[config.mk]
export PLATFORM = sky130hd
export DESIGN_NAME = fizzbuzz_stream
export DESIGN_NICKNAME = d
export VERILOG_FILES = /design/src/rtl/fizzbuzz_pkg.sv /design/src/rtl/fb_mod_counter.sv /design/src/rtl/fizzbuzz_stream.sv
export SDC_FILE = /design/constraint.sdc
export NUM_CORES = 1
export LEC_CHECK = 0
export ABC_AREA = 0
export CORE_ASPECT_RATIO = 1.5
export CORE_MARGIN = 4
export CORE_UTILIZATION = 44
export DETAILED_ROUTE_END_ITERATION = 8
export PLACE_DENSITY = 0.71
export SLEW_MARGIN = 20
export SYNTH_ARGS = -nofsm -noshare
export SYNTH_HDL_FRONTEND = slang
export SYNTH_SLANG_ARGS = --single-unit
[constraint.sdc]
create_clock -name clk -period 2.9 [get_ports clk]
set_input_delay 0.58 -clock clk [delete_from_list [all_inputs] [get_ports clk]]
set_output_delay 0.58 -clock clk [all_outputs]
set_load 0.05 [all_outputs]
[src/rtl/fizzbuzz_pkg.sv]
// Shared types and default divisors for the fizzbuzz_stream block.
package fizzbuzz_pkg;

  typedef enum logic [1:0] {
    IDLE = 2'd0,
    RUN  = 2'd1,
    DONE = 2'd2
  } state_t;

  localparam int FB_DIV_A = 3;
  localparam int FB_DIV_B = 5;

endpackage

[src/rtl/fb_mod_counter.sv]
// Residue counter modulo DIV. is_zero reports the residue that will be held
// after the current cycle's update, so callers can register flags alongside it.
module fb_mod_counter #(
  parameter int DIV = 3
) (
  input  logic                   clk,
  input  logic                   reset_n,
  input  logic                   clear,
  input  logic                   load_one,
  input  logic                   inc,
  output logic [$clog2(DIV)-1:0] residue,
  output logic                   is_zero
);

  localparam int RW = $clog2(DIV);

  logic [RW-1:0] residue_next;

  always_comb begin
    residue_next = residue;
    if (clear) begin
      residue_next = '0;
    end else if (load_one) begin
      residue_next = RW'(1);
    end else if (inc) begin
      residue_next = (residue == RW'(DIV - 1)) ? '0 : residue + RW'(1);
    end
  end

  assign is_zero = (residue_next == '0);

  always_ff @(posedge clk or negedge reset_n) begin
    if (!reset_n) begin
      residue <= '0;
    end else begin
      residue <= residue_next;
    end
  end

endmodule

[src/rtl/fizzbuzz_stream.sv]
// Streams 1..limit with fizz/buzz/num flags on a valid/ready interface.
// Optional per-category item counters are enabled with FIZZBUZZ_STATS_EN.
module fizzbuzz_stream
  import fizzbuzz_pkg::*;
#(
  parameter  int MAX_COUNT = 100,
  parameter  int DIV_A     = FB_DIV_A,
  parameter  int DIV_B     = FB_DIV_B,
  localparam int W         = $clog2(MAX_COUNT + 1)
) (
  input  logic         clk,
  input  logic         reset_n,
  input  logic         start,
  input  logic [W-1:0] cfg_limit,
  input  logic         cfg_wrap,
  output logic         out_valid,
  input  logic         out_ready,
  output logic [W-1:0] number,
  output logic         fizz,
  output logic         buzz,
  output logic         num,
`ifdef FIZZBUZZ_STATS_EN
  output logic [W-1:0] stat_fizz,
  output logic [W-1:0] stat_buzz,
  output logic [W-1:0] stat_fizzbuzz,
`endif
  output logic         busy,
  output logic         done
);

  state_t       state, state_next;
  logic [W-1:0] limit_q;
  logic         wrap_q;
  logic         start_acc, accept, last;
  logic         load_one, inc;
  logic         a_zero, b_zero;
  logic [$clog2(DIV_A)-1:0] ra;
  logic [$clog2(DIV_B)-1:0] rb;

  assign start_acc = start && (state != RUN);
  assign accept    = out_valid && out_ready;
  assign last      = (number == limit_q);
  assign load_one  = start_acc || (accept && last && wrap_q);
  assign inc       = accept && !last;
  assign busy      = (state == RUN);
  assign done      = (state == DONE);

  fb_mod_counter #(.DIV(DIV_A)) u_mod_a (
    .clk      (clk),
    .reset_n  (reset_n),
    .clear    (1'b0),
    .load_one (load_one),
    .inc      (inc),
    .residue  (ra),
    .is_zero  (a_zero)
  );

  fb_mod_counter #(.DIV(DIV_B)) u_mod_b (
    .clk      (clk),
    .reset_n  (reset_n),
    .clear    (1'b0),
    .load_one (load_one),
    .inc      (inc),
    .residue  (rb),
    .is_zero  (b_zero)
  );

  always_comb begin
    state_next = state;
    case (state)
      IDLE, DONE: if (start) state_next = RUN;
      RUN:        if (accept && last && !wrap_q) state_next = DONE;
      default:    state_next = IDLE;
    endcase
  end

  always_ff @(posedge clk or negedge reset_n) begin
    if (!reset_n) begin
      state <= IDLE;
    end else begin
      state <= state_next;
    end
  end

  // Output stage: flags are taken from the counters' post-update residues so
  // they always describe the number registered in the same cycle.
  always_ff @(posedge clk or negedge reset_n) begin
    if (!reset_n) begin
      limit_q   <= '0;
      wrap_q    <= 1'b0;
      number    <= '0;
      fizz      <= 1'b0;
      buzz      <= 1'b0;
      num       <= 1'b0;
      out_valid <= 1'b0;
    end else if (start_acc) begin
      limit_q   <= (cfg_limit == '0 || cfg_limit > W'(MAX_COUNT)) ? W'(MAX_COUNT) : cfg_limit;
      wrap_q    <= cfg_wrap;
      number    <= W'(1);
      fizz      <= a_zero;
      buzz      <= b_zero;
      num       <= !a_zero && !b_zero;
      out_valid <= 1'b1;
    end else if (accept) begin
      if (last && !wrap_q) begin
        out_valid <= 1'b0;
      end else begin
        number <= last ? W'(1) : number + W'(1);
        fizz   <= a_zero;
        buzz   <= b_zero;
        num    <= !a_zero && !b_zero;
      end
    end
  end

`ifdef FIZZBUZZ_STATS_EN
  function automatic logic [W-1:0] sat_inc(input logic [W-1:0] c);
    return (c == '1) ? c : c + W'(1);
  endfunction

  always_ff @(posedge clk or negedge reset_n) begin
    if (!reset_n) begin
      stat_fizz     <= '0;
      stat_buzz     <= '0;
      stat_fizzbuzz <= '0;
    end else if (start_acc) begin
      stat_fizz     <= '0;
      stat_buzz     <= '0;
      stat_fizzbuzz <= '0;
    end else if (accept) begin
      if (fizz && !buzz) stat_fizz     <= sat_inc(stat_fizz);
      if (buzz && !fizz) stat_buzz     <= sat_inc(stat_buzz);
      if (fizz && buzz)  stat_fizzbuzz <= sat_inc(stat_fizzbuzz);
    end
  end
`endif

endmodule
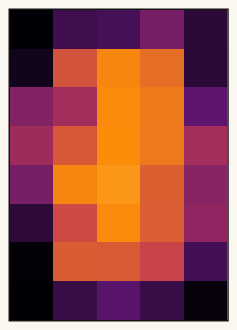
**Above:** run 1 (cell area per tile).
Drawn at 4 px/micron. 5 x 8 tiles, from black (low) to pale yellow (high), 0 to 100% covered.
fullest tile = 78%
emptiest ninth of the die = south-west
tiles over 75% full = 2.5%
densest ninth of the die = center
mean over tiles = 40%
nearly empty tiles = 10%

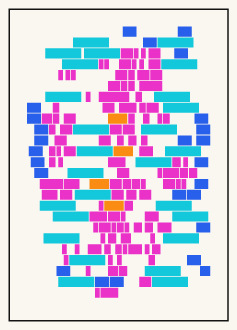
**Above:** run 1 (cells colored by class).
Drawn at 4 px/micron.
blue -> remaining buffers and delay cells  # cells 25
magenta -> remaining logic cells  # cells 110
cyan -> registers  # cells 26
orange -> clock drivers and dummy loads  # cells 4

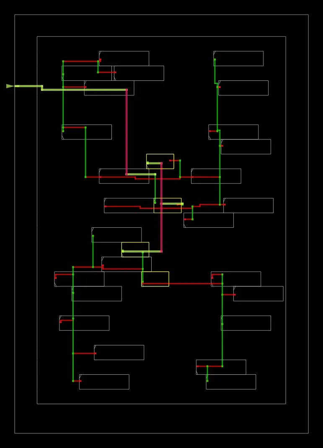
**Above:** run 1 (clock routing).
P_clk: 0.232 mW
Sink Count: 26
clk latency late pin: 0.27 ns
registers: 26
Fin Clk Skew: 0.005004 ns

==> metrics.csv, run 1 <==
metric;value;unit
yosys warns;0;
status;finished, final reports clean;
Flops after synth;26;
cell at the slowest stage of the critical path;clkdlybuf4s50_1;
hold crit path type;reg2reg;
ratio of cells with drive above 1 in the final layout;10.91;%
M1 wire length;1.194;mm
worst vdd ir;245.2;uV
number of enable flip-flop cells;0;
clkbuf count;4;
Crit path largest cell delay;0.81;ns
vias in the first global route;1252;
total wire length;3.162;mm
list of most frequent post-synthesis cells;dfrtp_1, nand2_1, a22o_1, xor2_1, nor2_1;
WHS Path Cells;1;
Avg Cell Area, Syn;10.12;sq um
Final setup viols;0;
logic gate share of total power;8.6;%
Clock Power Share;35.1;%
Post-CTS Hold Buffers;0;
Area Growth Syn to Fin;23.32;%
Worst-path clk slew;0.09;ns
Setup crit start kind;flop;
io pins;25;
fin crit period;2.315;ns
global-route track usage on met1;17.69;%
first-pass GRT wire length;5.347;mm
critical path class;reg2out;
Final period util;79.82;%
dpl cells;201;
met3 routed wirelength;166;microns
CTS buffer count;3;
initial antenna violation count;0;
grt met3 use;3.455;%
buffering overhead;14.18;%
Filler cells;291;
total power;0.6617;mW
root buf cell;clkbuf_8;
sequential share of power;56.3;%
nonclk buf count;25;
CTS tree;built;
Hold Crit Endpoint;state[0];
CP startpoint;state[1];
WHS;0.4936;ns
GRT busiest layer;met2;
tally of unique sky130hd cells used after synthesis;41;
comb pwr;0.0572;mW
**Run 1: I/O pins on the die edge**

Drawn at 4 px/micron. Pins as bars across the die edge, other pins in gray.
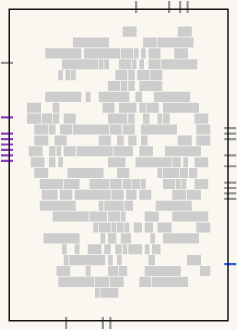

## Run 2: what changed since run 1
Settings changed: PLACE_DENSITY 0.71 to 0.73.
Clock period 2.9 ns to 1.9 ns, I/O delays scaled along.
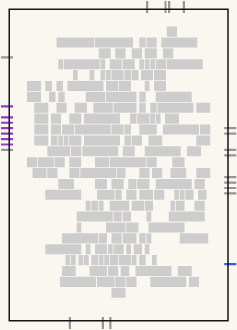
**Above:** run 2 (I/O pins on the die edge).
Drawn at 4 px/micron. Pins as bars across the die edge, other pins in gray.
purple -> cfg_limit  # pins 7, direction input, edge west
blue -> reset_n  # pins 1, direction input, edge east

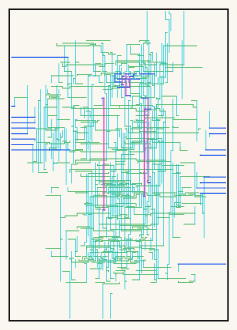
**Above:** run 2 (routed metal, one color a layer).
Drawn at 4 px/micron.
blue -> M3  # wire length 144 microns
magenta -> M4  # wire length 80.9 microns
green -> M1  # wire length 1260 microns
cyan -> M2  # wire length 1790 microns

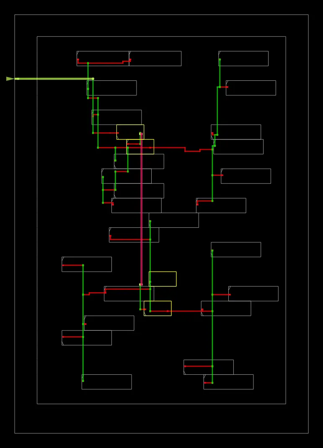
**Above:** run 2 (clock routing).
P_clk: 0.357 mW
clkbuf count: 4
CTS buffer count: 3
Fin Clk Skew: 0.0007373 ns

==> run 2 against run 1 <==
Effect of this change:
- worst hold slack lost 0.025 ns
- via count up 7.6%
- final area rose by 5.9%
- synthesized area is the same
- global-route usage is 0.16 points lower
- critical path depth fell by 2
- clock skew shrank 0.0043 ns
- highest routed layer unchanged
==> metrics.csv, run 2 <==
metric;value;unit;change
M1 wire length;1.264;mm;+5.9%
ratio of cells with drive above 1 in the final layout;25.00;%;+14 points
registers;26;;unchanged
status;finished, final reports clean;;
hold crit path type;in2async;;
vias in the first global route;1234;;-1.4%
comb pwr;0.101;mW;+77%
grt met3 use;1.536;%;-1.9 points
GRT busiest layer;met2;;
Crit path largest cell delay;0.80;ns;about the same
logic gate share of total power;9.8;%;+1.2 points
nonclk buf count;40;;+60%
CP startpoint;buzz;;
initial antenna violation count;0;;unchanged
Final setup viols;0;;unchanged
list of most frequent post-synthesis cells;dfrtp_1, nand2_1, a22o_1, xor2_1, nor2_1;;
cell at the slowest stage of the critical path;clkdlybuf4s50_1;;
buffering overhead;18.81;%;+4.6 points
Flops after synth;26;;unchanged
Sink Count;26;;unchanged
## Run 3: what changed since run 2
Settings changed: CAP_MARGIN from default to 30.
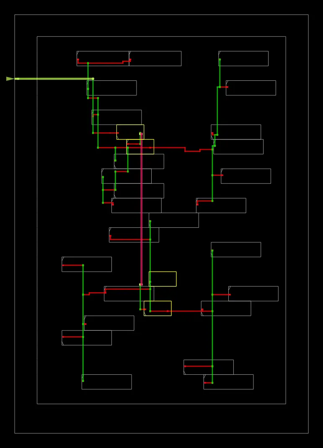
**Above:** run 3 (clock routing).

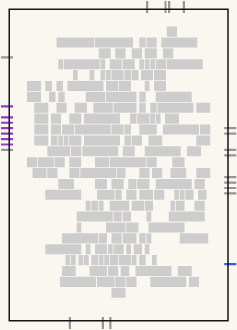
**Above:** run 3 (I/O pins on the die edge).
Drawn at 4 px/micron. Pins as bars across the die edge, other pins in gray.
blue -> reset_n  # pins 1, direction input, edge east
purple -> cfg_limit  # pins 7, direction input, edge west
all pins by edge = 9 east, 9 west, 4 north, 3 south

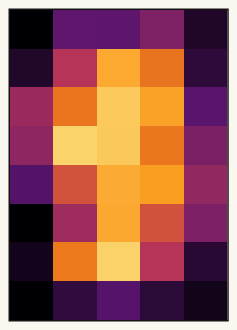
**Above:** run 3 (cell area per tile).
Drawn at 4 px/micron. 5 x 8 tiles, from black (low) to pale yellow (high), 0 to 100% covered.
nearly empty tiles = 7.5%
tiles over 75% full = 23%
fullest tile = 91%
emptiest ninth of the die = south-west
densest ninth of the die = center

==> run 3 against run 2 <==
Effect of this change:
- synthesized area unchanged
- worst setup slack unchanged
- utilization unchanged
- maximum frequency unchanged
- critical endpoint unchanged
- register-to-register slack about the same
- non-clock buffer count unchanged
- largest power group unchanged
- largest cell class unchanged
==> metrics.csv, run 3 <==
metric;value;unit;change
status;finished, final reports clean;;
cell at the slowest stage of the critical path;clkdlybuf4s50_1;;
list of most frequent post-synthesis cells;dfrtp_1, nand2_1, a22o_1, xor2_1, nor2_1;;
M1 wire length;1.264;mm;unchanged
Max Fanout on Critical Path;2;;
Setup crit start kind;flop;;
CP startpoint;buzz;;
clk latency late pin;0.27;ns;
drt wl/cell;14.89;microns;
Flops after synth;26;;unchanged
grt met3 use;1.536;%;unchanged
CP Capture Point;buzz;;
Crit path largest cell delay;0.80;ns;about the same
comb pwr;0.101;mW;about the same
ratio of cells with drive above 1 in the final layout;25.00;%;unchanged
buffering overhead;18.81;%;unchanged
critical path class;reg2out;;
fin cells;220;;
clkbuf count;4;;unchanged
hold crit path type;in2async;;
registers;26;;unchanged
Sink Count;26;;unchanged
nonclk buf count;40;;unchanged
R2R Setup Slk;0.12;ns;
Fin Clk Skew;0.0007373;ns;unchanged
WHS;0.4685;ns;
mux frac, synth;1.502;%;
P_clk;0.357;mW;about the same
vias in the first global route;1234;;unchanged
# H-tree levels;1;;
GRT busiest layer;met2;;
Iter 0 DRT Violations;25;;
and+or+nand+nor area frac;23.41;%;
initial antenna violation count;0;;unchanged
Power is estimated from default activity; no workload was simulated.
